Fig. 1: run 1, gate-type map
(4 px per um)
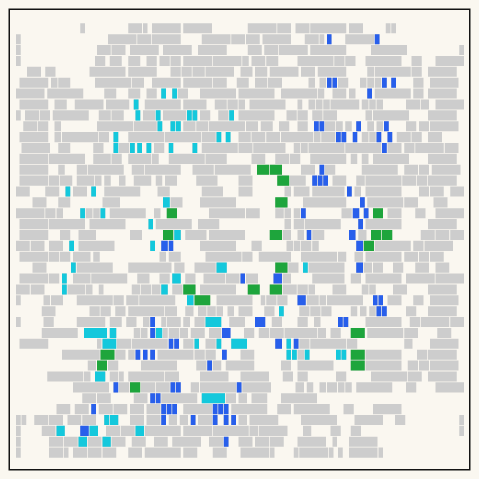
Fig. 2: run 1, met4 routing
(4 px per um) Supply wires on this layer in grey.
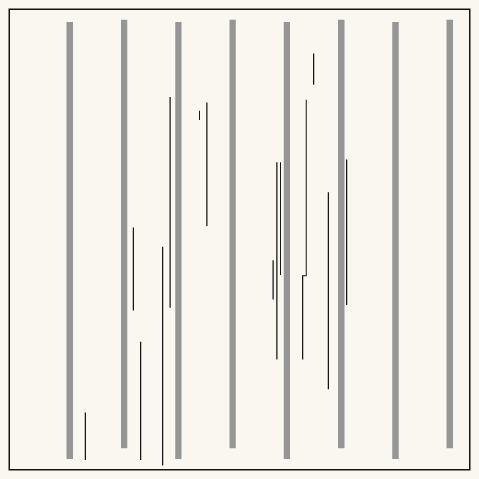
Fig. 3: run 1, a small window of the routed layout
Window x 42 to 72, y 19 to 49 um. Cells in grey, sequential cells in the stronger grey; small squares are vias.
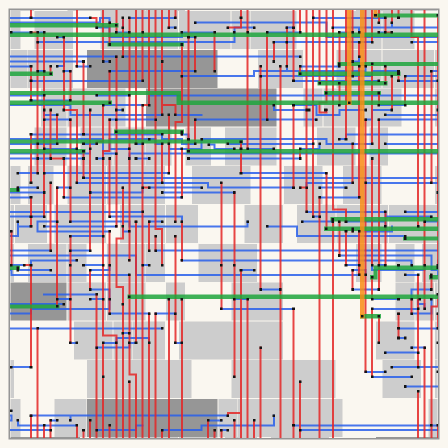
==> config.mk <==
export PLATFORM = sky130hd
export DESIGN_NAME = load_store_unit
export DESIGN_NICKNAME = d
export VERILOG_FILES = /design/src/rtl/lsu_pkg.sv /design/src/rtl/lsu_align.sv /design/src/rtl/load_store_unit.sv
export SDC_FILE = /design/constraint.sdc
export NUM_CORES = 1
export LEC_CHECK = 0
export CORE_UTILIZATION = 40
export CTS_BUF_LIST = sky130_fd_sc_hd__clkbuf_16
export DETAILED_ROUTE_END_ITERATION = 10
export PLACE_DENSITY = 0.75
export SYNTH_ARGS = -nofsm -noshare
export SYNTH_HDL_FRONTEND = slang
export SYNTH_SLANG_ARGS = --single-unit
==> constraint.sdc <==
create_clock -name clk -period 2.2 [get_ports clk]
set_input_delay 0.44 -clock clk [delete_from_list [all_inputs] [get_ports clk]]
set_output_delay 0.44 -clock clk [all_outputs]
set_load 0.1 [all_outputs]
==> src/rtl/lsu_pkg.sv <==
// lsu_pkg: shared funct3 encodings, FSM state type and default memory depth for the load/store unit.
package lsu_pkg;
    localparam logic [2:0] F3_B  = 3'd0;
    localparam logic [2:0] F3_H  = 3'd1;
    localparam logic [2:0] F3_W  = 3'd2;
    localparam logic [2:0] F3_BU = 3'd4;
    localparam logic [2:0] F3_HU = 3'd5;
    localparam int MEM_WORDS_DEF = 64;
    typedef enum logic [2:0] {IDLE, LOAD, RMW_RD, STORE_WR, RESP} state_t;
endpackage

==> src/rtl/lsu_align.sv <==
// lsu_align: little-endian sub-word extraction for loads and byte/halfword merge for stores.
module lsu_align
    import lsu_pkg::*;
(
    input  logic [31:0] word,
    input  logic [1:0]  lane,
    input  logic [2:0]  funct3,
    input  logic [31:0] wdata,
    output logic [31:0] load_val,
    output logic [31:0] store_word
);
    logic [7:0]  b;
    logic [15:0] h;
    logic [31:0] bmask;
    logic [31:0] hmask;

    assign b     = 8'(word >> {lane, 3'b000});
    assign h     = lane[1] ? word[31:16] : word[15:0];
    assign bmask = 32'h0000_00FF << {lane, 3'b000};
    assign hmask = lane[1] ? 32'hFFFF_0000 : 32'h0000_FFFF;

    assign load_val = funct3 == F3_B  ? {{24{b[7]}}, b} :
                      funct3 == F3_BU ? {24'd0, b} :
                      funct3 == F3_H  ? {{16{h[15]}}, h} :
                      funct3 == F3_HU ? {16'd0, h} : word;

    // Replicated data under a lane mask keeps the merge shift-free on the data path
    assign store_word = funct3 == F3_B ? (word & ~bmask) | ({4{wdata[7:0]}} & bmask) :
                        funct3 == F3_H ? (word & ~hmask) | ({2{wdata[15:0]}} & hmask) : wdata;
endmodule

==> src/rtl/load_store_unit.sv <==
// load_store_unit: RISC-V LB/LH/LW/LBU/LHU/SB/SH/SW over a word-addressed memory,
// with read-modify-write for sub-word stores and early rejection of bad accesses.
module load_store_unit
    import lsu_pkg::*;
#(
    parameter int MEM_WORDS = MEM_WORDS_DEF,
    parameter int IDX_W     = $clog2(MEM_WORDS)
)(
    input  logic        clk,
    input  logic        reset,
    input  logic        req_valid,
    output logic        req_ready,
    input  logic        req_store,
    input  logic [2:0]  req_funct3,
    input  logic [31:0] req_addr,
    input  logic [31:0] req_wdata,
    output logic        resp_valid,
    output logic        resp_err,
    output logic [31:0] resp_rdata,
    output logic        mem_read,
    output logic        mem_write,
    output logic [31:0] mem_addr,
    output logic [31:0] mem_wdata,
    input  logic [31:0] mem_rdata
);
    localparam logic [29:0] LIMIT = 30'(MEM_WORDS);

    state_t           state;
    logic [IDX_W+1:0] addr_q;
    logic [2:0]       f3_q;
    logic [31:0]      wdata_q;
    logic [31:0]      rdata_q;
    logic             err_q;
    logic             illegal;
    logic             misaligned;
    logic             bad;
    logic [31:0]      load_val;
    logic [31:0]      store_word;

    assign illegal    = req_funct3[1:0] == 2'd3 || (req_store ? req_funct3[2] : req_funct3 == 3'd6);
    assign misaligned = (req_funct3[1:0] == 2'd1 && req_addr[0]) ||
                        (req_funct3[1:0] == 2'd2 && req_addr[1:0] != 2'd0);
    assign bad        = illegal || misaligned || req_addr[31:2] >= LIMIT;

    lsu_align u_align (
        .word       (mem_rdata),
        .lane       (addr_q[1:0]),
        .funct3     (f3_q),
        .wdata      (wdata_q),
        .load_val   (load_val),
        .store_word (store_word)
    );

    always_ff @(posedge clk or negedge reset) begin
        if (!reset) begin
            state   <= IDLE;
            addr_q  <= '0;
            f3_q    <= '0;
            wdata_q <= '0;
            rdata_q <= '0;
            err_q   <= 1'b0;
        end else begin
            case (state)
                IDLE: if (req_valid) begin
                    addr_q  <= req_addr[IDX_W+1:0];
                    f3_q    <= req_funct3;
                    wdata_q <= req_wdata;
                    rdata_q <= '0;
                    err_q   <= bad;
                    state   <= bad ? RESP : !req_store ? LOAD : req_funct3 == F3_W ? STORE_WR : RMW_RD;
                end
                LOAD: begin
                    rdata_q <= load_val;
                    state   <= RESP;
                end
                // The merged word replaces the store data so STORE_WR is shared with SW
                RMW_RD: begin
                    wdata_q <= store_word;
                    state   <= STORE_WR;
                end
                STORE_WR: state <= RESP;
                default:  state <= IDLE;
            endcase
        end
    end

    assign req_ready  = state == IDLE;
    assign resp_valid = state == RESP;
    assign resp_err   = resp_valid && err_q;
    assign resp_rdata = resp_valid ? rdata_q : '0;
    assign mem_read   = state == LOAD || state == RMW_RD;
    assign mem_write  = state == STORE_WR;
    assign mem_addr   = (mem_read || mem_write) ? 32'(addr_q[IDX_W+1:2]) : '0;
    assign mem_wdata  = mem_write ? wdata_q : '0;
endmodule

==> flow_metrics.tcl, run 1 <==
# yosys + openroad results
set metrics [dict create \
    status "complete, no violations" \
    rr_endpoint "wdata_q[20]" \
    cp_top_family "buffers and inverters" \
    worst_setup_path_end_kind "output port" \
    fp.dieW_um 115 \
    drt-wirelength-per-cell_um 20.3 \
    core_um2 12200 \
    edf_count 0 \
    drtIter0Drc 414 \
    dp.cells 912 \
    drc_errors 0 \
    yosys_warnings 0 \
    clock_path_buffers 2 \
    ir_drop_mv 0.370 \
    warnings 28 \
    die_area_um2 13200 \
    setup_violations 0 \
    fill_cells 945 \
    timing.rr.start "addr_q[0]" \
    synth_cells 565 \
    ys_cells 565 \
    synth-adder-area-share 0 \
    cp-start-kind "flop" \
    reg2reg_depth 5 \
    antenna_found_initial 0 \
    numCtsBuffers 9 \
    die_h_um 115 \
    top_logic_kind "simple AND/OR/NAND/NOR gates" \
    synth.most_common_cell "dfrtp_1" \
    slowest_delay_ns 0.44 \
    layout-drive-gt1-share 0.318 \
    skew_ns 0.00617 \
    cts-root-buf "clkbuf_16" \
    critical_path_class "flop to output port" \
    fin_ws_ns 0.0362 \
    ff_type "dfrtp_1" \
    xor_share 0 \
    cts_tree "built" \
    worst_hold_slack_ns 0.114 \
    max_cap_violations 0 \
    placed_area_um2 7990 \
    worstHoldPathType "input pin to async pin" \
    clkLatencyLatePin_ns 0.35 \
    hold_viol_final 0 \
    nNetsFinal 861 \
]
About Fig. 1:
legend:
  cyan:
    family: nor cells
    cells: 61
  blue:
    family: nand cells
    cells: 75
  green:
    family: non-inverting ao/oa cells
    cells: 22
final cell count without fillers: 931
fraction of area in multi-input gates: 0.348
most used logic cell in the final layout: clkdlybuf4s50_1

About Fig. 2:
nets with wire on the layer: 12
share of all routed wire: 2.4%
main direction: vertical
wire length on this layer: 445 um
longest straight run: 54.4 um
DRT Wirelength: 18900 um
via count: 5290

About Fig. 3:
legend:
  green:
    layer: M3
  red:
    layer: M2
  orange:
    layer: M4
  blue:
    layer: M1
netlist names of flops here include: `addr_q` (2)
most frequent: buf_4 (13), nor2_1 (6), nand2_1 (6)
sequential cells in the window: 3
cells with their middle in the window: 66

-- run 1: worst max-delay path by stage --
stage	slack, ns	startpoint	endpoint	depth (start not counted)
2_1_floorplan	-0.09	state[1]	mem_wdata[22]	5
3_3_place_gp	0.07	req_valid	flop	5
3_5_place_dp	0.05	mem_rdata[31]	rdata_q[14]	6
4_1_cts	0.008	state[1]	mem_wdata[14]	5
5_1_grt	-0.006	state[0]	resp_rdata[5]	5
6_report	0.04	state[0]	resp_rdata[5]	5
-- run 1: routing by layer --
layer,vias to the layer above,track usage,wire [um]
li1,2378,-,-
met1,2589,0.391,7780
met2,293,0.489,9140
met3,30,0.0538,1550
met4,0,0.108,444
met5,-,0,0
-- run 1: final cells by class --
type | count | area (um^2) | share of cell area
repair buffers | 226 | 2930 | 0.350
multi-input cells | 436 | 2910 | 0.348
flip-flops and latches | 79 | 1980 | 0.237
clock buffers | 9 | 225 | 0.0269
well taps | 168 | 210 | 0.0251
clock inverters | 7 | 88.8 | 0.0106
inverters | 6 | 22.5 | 0.00269
-- run 1: cells in the final DEF (no fill, tap or decap), types with 9 or more instances in the layout --
master and instances:
clkdlybuf4s50_1 101, dfrtp_1 78, buf_12 78, nand2_1 64, buf_4 46, o21ai_0 44
nor2_1 41, and3_2 29, a21oi_1 28, conb_1 26, and2_2 23, mux2i_1 16
a32oi_1 16, and2_4 9, clkbuf_16 9
-- run 1: power by group --
part           switching [mW]  internal, mW  leakage [nW]
sequential              0.119          1.56          1.02
clock                   0.620         0.985         0.153
combinational           0.731         0.486          2.58
total                    1.47          3.03          3.75
-- run 1: repair_timing --
item,4_1_cts,5_1_grt
resized,5,5
buffers inserted,3,0
setup endpoints to repair,73,42
hold buffers,0,0
Fig. 4: run 1, routing congestion
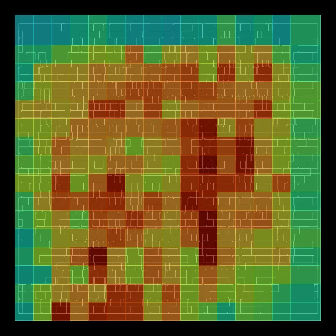

==> run 2: changes to the inputs <==
PLACE_DENSITY = not set   (was 0.75)
PLACE_DENSITY_LB_ADDON = 0.05   (was not set)
clock period = 2.4 ns   (was 2.2 ns; I/O delays follow)
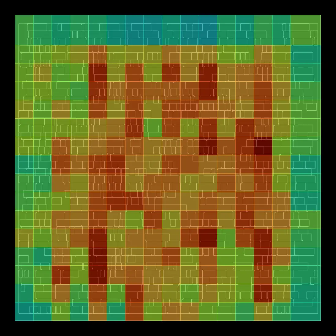
Fig. 5. Routing congestion (run 2).
GRT Max-Usage Layer: met2
met1 usage: 0.388
fin util: 0.666
GRT met2 Usage: 0.472

==> run 2 against run 1 <==
- die area unchanged
- sequential share of layout area increased by 0.68 points
- sequential power is 8% lower
- critical path depth shrank 1
- register-to-register slack improved by 0.10 ns
- synthesized area unchanged
- highest routed layer unchanged
==> flow_metrics.tcl, run 2 <==
# yosys + openroad results
set metrics [dict create \
    clkLatencyLatePin_ns 0.34 \
    ys_cells 565 \
    ff_type "dfrtp_1" \
    fin_ws_ns 0.0541 \
    layout-drive-gt1-share 0.249 \
    ir_drop_mv 0.335 \
    cp_top_family "simple AND/OR/NAND/NOR gates" \
    cts_tree "built" \
    cts-root-buf "clkbuf_16" \
    route.top_layer_used "met4" \
    totalWireLength_um 18700 \
    drtIter0Drc 427 \
    regArea_um2 1980 \
    largestPowerGroup "registers" \
    worstHoldPathType "input pin to async pin" \
    synth_cells 565 \
    layout_top_cell "clkdlybuf4s50_1" \
    power_switching_share 0.324 \
    slowest_delay_ns 0.49 \
    pwr-share-comb 0.258 \
    yosys_warnings 0 \
    worst_setup_path_end_kind "output port" \
    wl_met2_um 8810 \
    status "complete, no violations" \
    max_cap_violations 0 \
    numCtsBuffers 9 \
    cp-start-kind "flop" \
    core_um2 12200 \
    final_layout_top_logic_cells "clkdlybuf4s50_1, dfrtp_1, buf_12" \
    met3_usage 0.0527 \
    p_clk_mw 1.47 \
    wl_met1_um 7900 \
    fp.dieW_um 115 \
    p_int_mw 2.75 \
    warnings 26 \
]
==> run 2: cell counts after synthesis <==
No cell type changed its count.
==> run 2: final cells by class <==
class,instances,share of cell area
sequential,79,0.243
timing repair buffer,206,0.340
tap,168,0.0258
inverter,6,0.00277
multi-input combinational,436,0.350
clock buffer,9,0.0277
clock inverter,7,0.0108
==> run 2: how the worst max path moves through the flow <==
stage | start | endpoint | cells past startpoint | slack, ns
global placement | req_valid | state[0] | 5 | -0.05
finish | state[0] | resp_rdata[5] | 4 | 0.05
global route | state[0] | resp_rdata[19] | 4 | 0.005
floorplan | state[0] | mem_read | 5 | 0.04
detailed placement | req_valid | state[0] | 5 | -0.15
CTS | state[1] | mem_wdata[31] | 5 | 0.06
==> run 2: kinds of logic (layout without fill, tap and decap cells) <==
group           count (synthesis)  in the layout  share of synthesized area
compound gates                155            155                      0.219
buf+inv                        75            228                     0.0844
flops                          79             79                      0.389
mux                            32             32                     0.0861
other cells                     1             26                   0.000738
simple gates                  223            223                      0.221
==> run 2: timing repair <==
action,4_1_cts,5_1_grt
cloned,0,0
buffers inserted,0,1
endpoints found under the setup margin,70,38
gates resized,3,2
hold buffers,0,0
==> run 2: per-stage QoR <==
step,instances,util,instance area (um^2),TNS [ns]
6_report,911,0.666,8130,0
5_1_grt,911,0.666,8130,0
4_1_cts,910,0.665,8120,0
3_5_place_dp,894,0.639,7800,-2.30
3_3_place_gp,894,0.639,7800,-0.113
2_1_floorplan,590,-,5240,0
==> run 2: worst register-to-register path: stages, from the launching register on <==
cell and delay (ns):
dfrtp_2 0.41, buf_4 0.16, nor2_1 0.07, nor3_2 0.99, a32oi_1 0.25, o31ai_1 0.14
Fig. 6: run 2, signal metal coverage by tile
(3 px per um) The die is cut into 23 by 23 equal tiles; white is low, dark blue is high, scaled to the fullest tile. Values are wire area over tile area, all layers added.
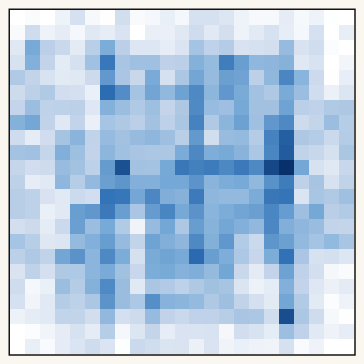

==> run 3: changes to the inputs <==
DONT_BUFFER_PORTS = 1   (was not set)
PLACE_DENSITY = 0.53   (was not set)
PLACE_DENSITY_LB_ADDON = not set   (was 0.05)
SKIP_CTS_REPAIR_TIMING = 1   (was not set)
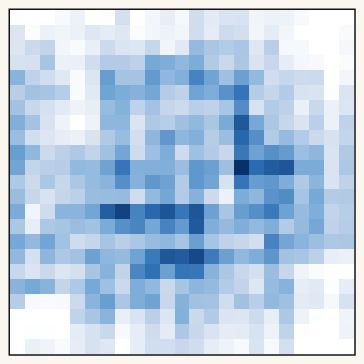
Fig. 7. Signal metal coverage by tile (run 3).
(3 px per um) The die is cut into 23 by 23 equal tiles; white is low, dark blue is high, scaled to the fullest tile. Values are wire area over tile area, all layers added.
fullest tile: 0.71
emptiest ninth of the die: north-east
nearly empty tiles: 7.8%
mean over tiles: 0.22
tiles over half the peak: 16%
DRT Wirelength: 17000 um
All-Layer GR Usage: 0.263
WL/cell: 21.5 um
via count: 4620

==> run 3 against run 2 <==
- sequential share of layout area up 4.7 points
- critical path type unchanged
- global-route usage down 2.9 points
- largest cell class unchanged
- power down 11%
- sequential power about the same
==> flow_metrics.tcl, run 3 <==
# yosys + openroad results
set metrics [dict create \
    ys_cells 565 \
    nNetsFinal 721 \
    layout_top_cell "dfrtp_1" \
    power.switching_mw 1.23 \
    final_layout_top_logic_cells "dfrtp_1, nand2_1, buf_12" \
    drt.antenna.violating_nets 0 \
    crit_end "mem_read" \
    cp_num_cells 4 \
    ir_drop_mv 0.350 \
    skew_ns 0.00857 \
    pwr-share-comb 0.225 \
    final_area_um2 6820 \
    layout-drive-gt1-share 0.273 \
    worstHoldPathType "input pin to async pin" \
    p_int_mw 2.40 \
    antenna_found_initial 0 \
    p_leak_nw 3.11 \
    synth_area_per_cell_um2 9.00 \
    numCtsBuffers 9 \
    setup_violations 0 \
    placed_area_um2 6510 \
    crit_slowest_cell "dfrtp_2" \
    critical_path_class "flop to output port" \
    clock_power_share 0.349 \
    timing.rr.start "f3_q[1]" \
    cp_max_fo 19 \
    port_buffers 0 \
    die_h_um 115 \
    power_switching_share 0.339 \
    cp-startpoint "state[0]" \
    synth_cells 565 \
    worst_setup_path_end_kind "output port" \
    edf_count 0 \
    synth.most_common_cell "dfrtp_1" \
    path_cells "or3b_1 -> buf_4 -> nand2_1 -> buf_4" \
    clock_path_buffers 2 \
    fp.dieW_um 115 \
    warnings 26 \
    via_per_inst 5.84 \
    reg2reg_depth 5 \
    cp-start-kind "flop" \
    rsz0062_at_grt "false" \
    core_um2 12200 \
    clkLatencyLatePin_ns 0.34 \
    fmax_mhz 433 \
    dr.pass1.iters 6 \
    die_area_um2 13200 \
    drc_errors 0 \
    slowest_delay_ns 0.49 \
    cts-root-buf "clkbuf_16" \
    seq_power_share 0.426 \
    status "complete, no violations" \
    drtIter0Drc 317 \
    max_cap_violations 0 \
    yosys_warnings 0 \
    cts_tree "built" \
    cp_common_cell "buf_4" \
    relSlewSlack 0.204 \
    ff_type "dfrtp_1" \
    hold_viol_final 0 \
    cp_top_family "buffers and inverters" \
]
## run 3: worst min-delay path by stage
stage	startpoint	to	cells after the start
after CTS	reset	async pin	0
after global placement	reset	wdata_q[17]	0
after detailed placement	reset	wdata_q[17]	0
final	reset	wdata_q[17]	1
after global routing	reset	wdata_q[18]	1
after floorplan	reset	async pin	0
## run 3: routing by layer
metal | global-route usage | vias to the layer above | share of wire
li1 | - | 2097 | -
met1 | 0.336 | 2246 | 0.40
met2 | 0.423 | 241 | 0.47
met3 | 0.0775 | 36 | 0.095
met4 | 0.101 | 0 | 0.029
met5 | 0 | - | 0
## run 3: final cells by class
cell class,instances,area [um^2]
sequential,79,1980
fill,1113,5390
tap,168,210
multi-input combinational,436,2850
inverter,6,22.5
clock inverter,7,48.8
timing repair buffer,86,1490
clock buffer,9,225
## run 3: per-stage QoR
stage	hold WS (ns)	utilization	TNS [ns]	instances	setup slack, ns
finish	0.00405	0.559	0	791	0.0884
global route	0.0572	0.559	0	791	0.0147
CTS	-0.177	0.556	-0.193	790	-0.0268
detailed placement	0.188	0.533	0	774	0.124
global placement	0.188	0.533	0	774	0.166
floorplan	0.184	-	0	590	0.0421
## run 3: power groups by stage
stage,sequential [mW],clock [mW],combinational (mW)
6_report,1.55,1.27,0.815
5_1_grt,1.56,1.35,0.880
4_1_cts,1.54,1.29,0.781
3_5_place_dp,1.56,0,0.777
3_3_place_gp,1.57,0,0.767
2_1_floorplan,1.51,0,0.690
## run 3: cell families after synthesis
family | after synthesis | share of synthesized area
AND/OR/NAND/NOR | 223 | 0.221
AND-OR/OR-AND | 155 | 0.219
flip-flops | 79 | 0.389
buffers and inverters | 75 | 0.0844
multiplexers | 32 | 0.0861
other | 1 | 0.000738
Power figures rest on the tool's default switching activity, not on a simulated workload.
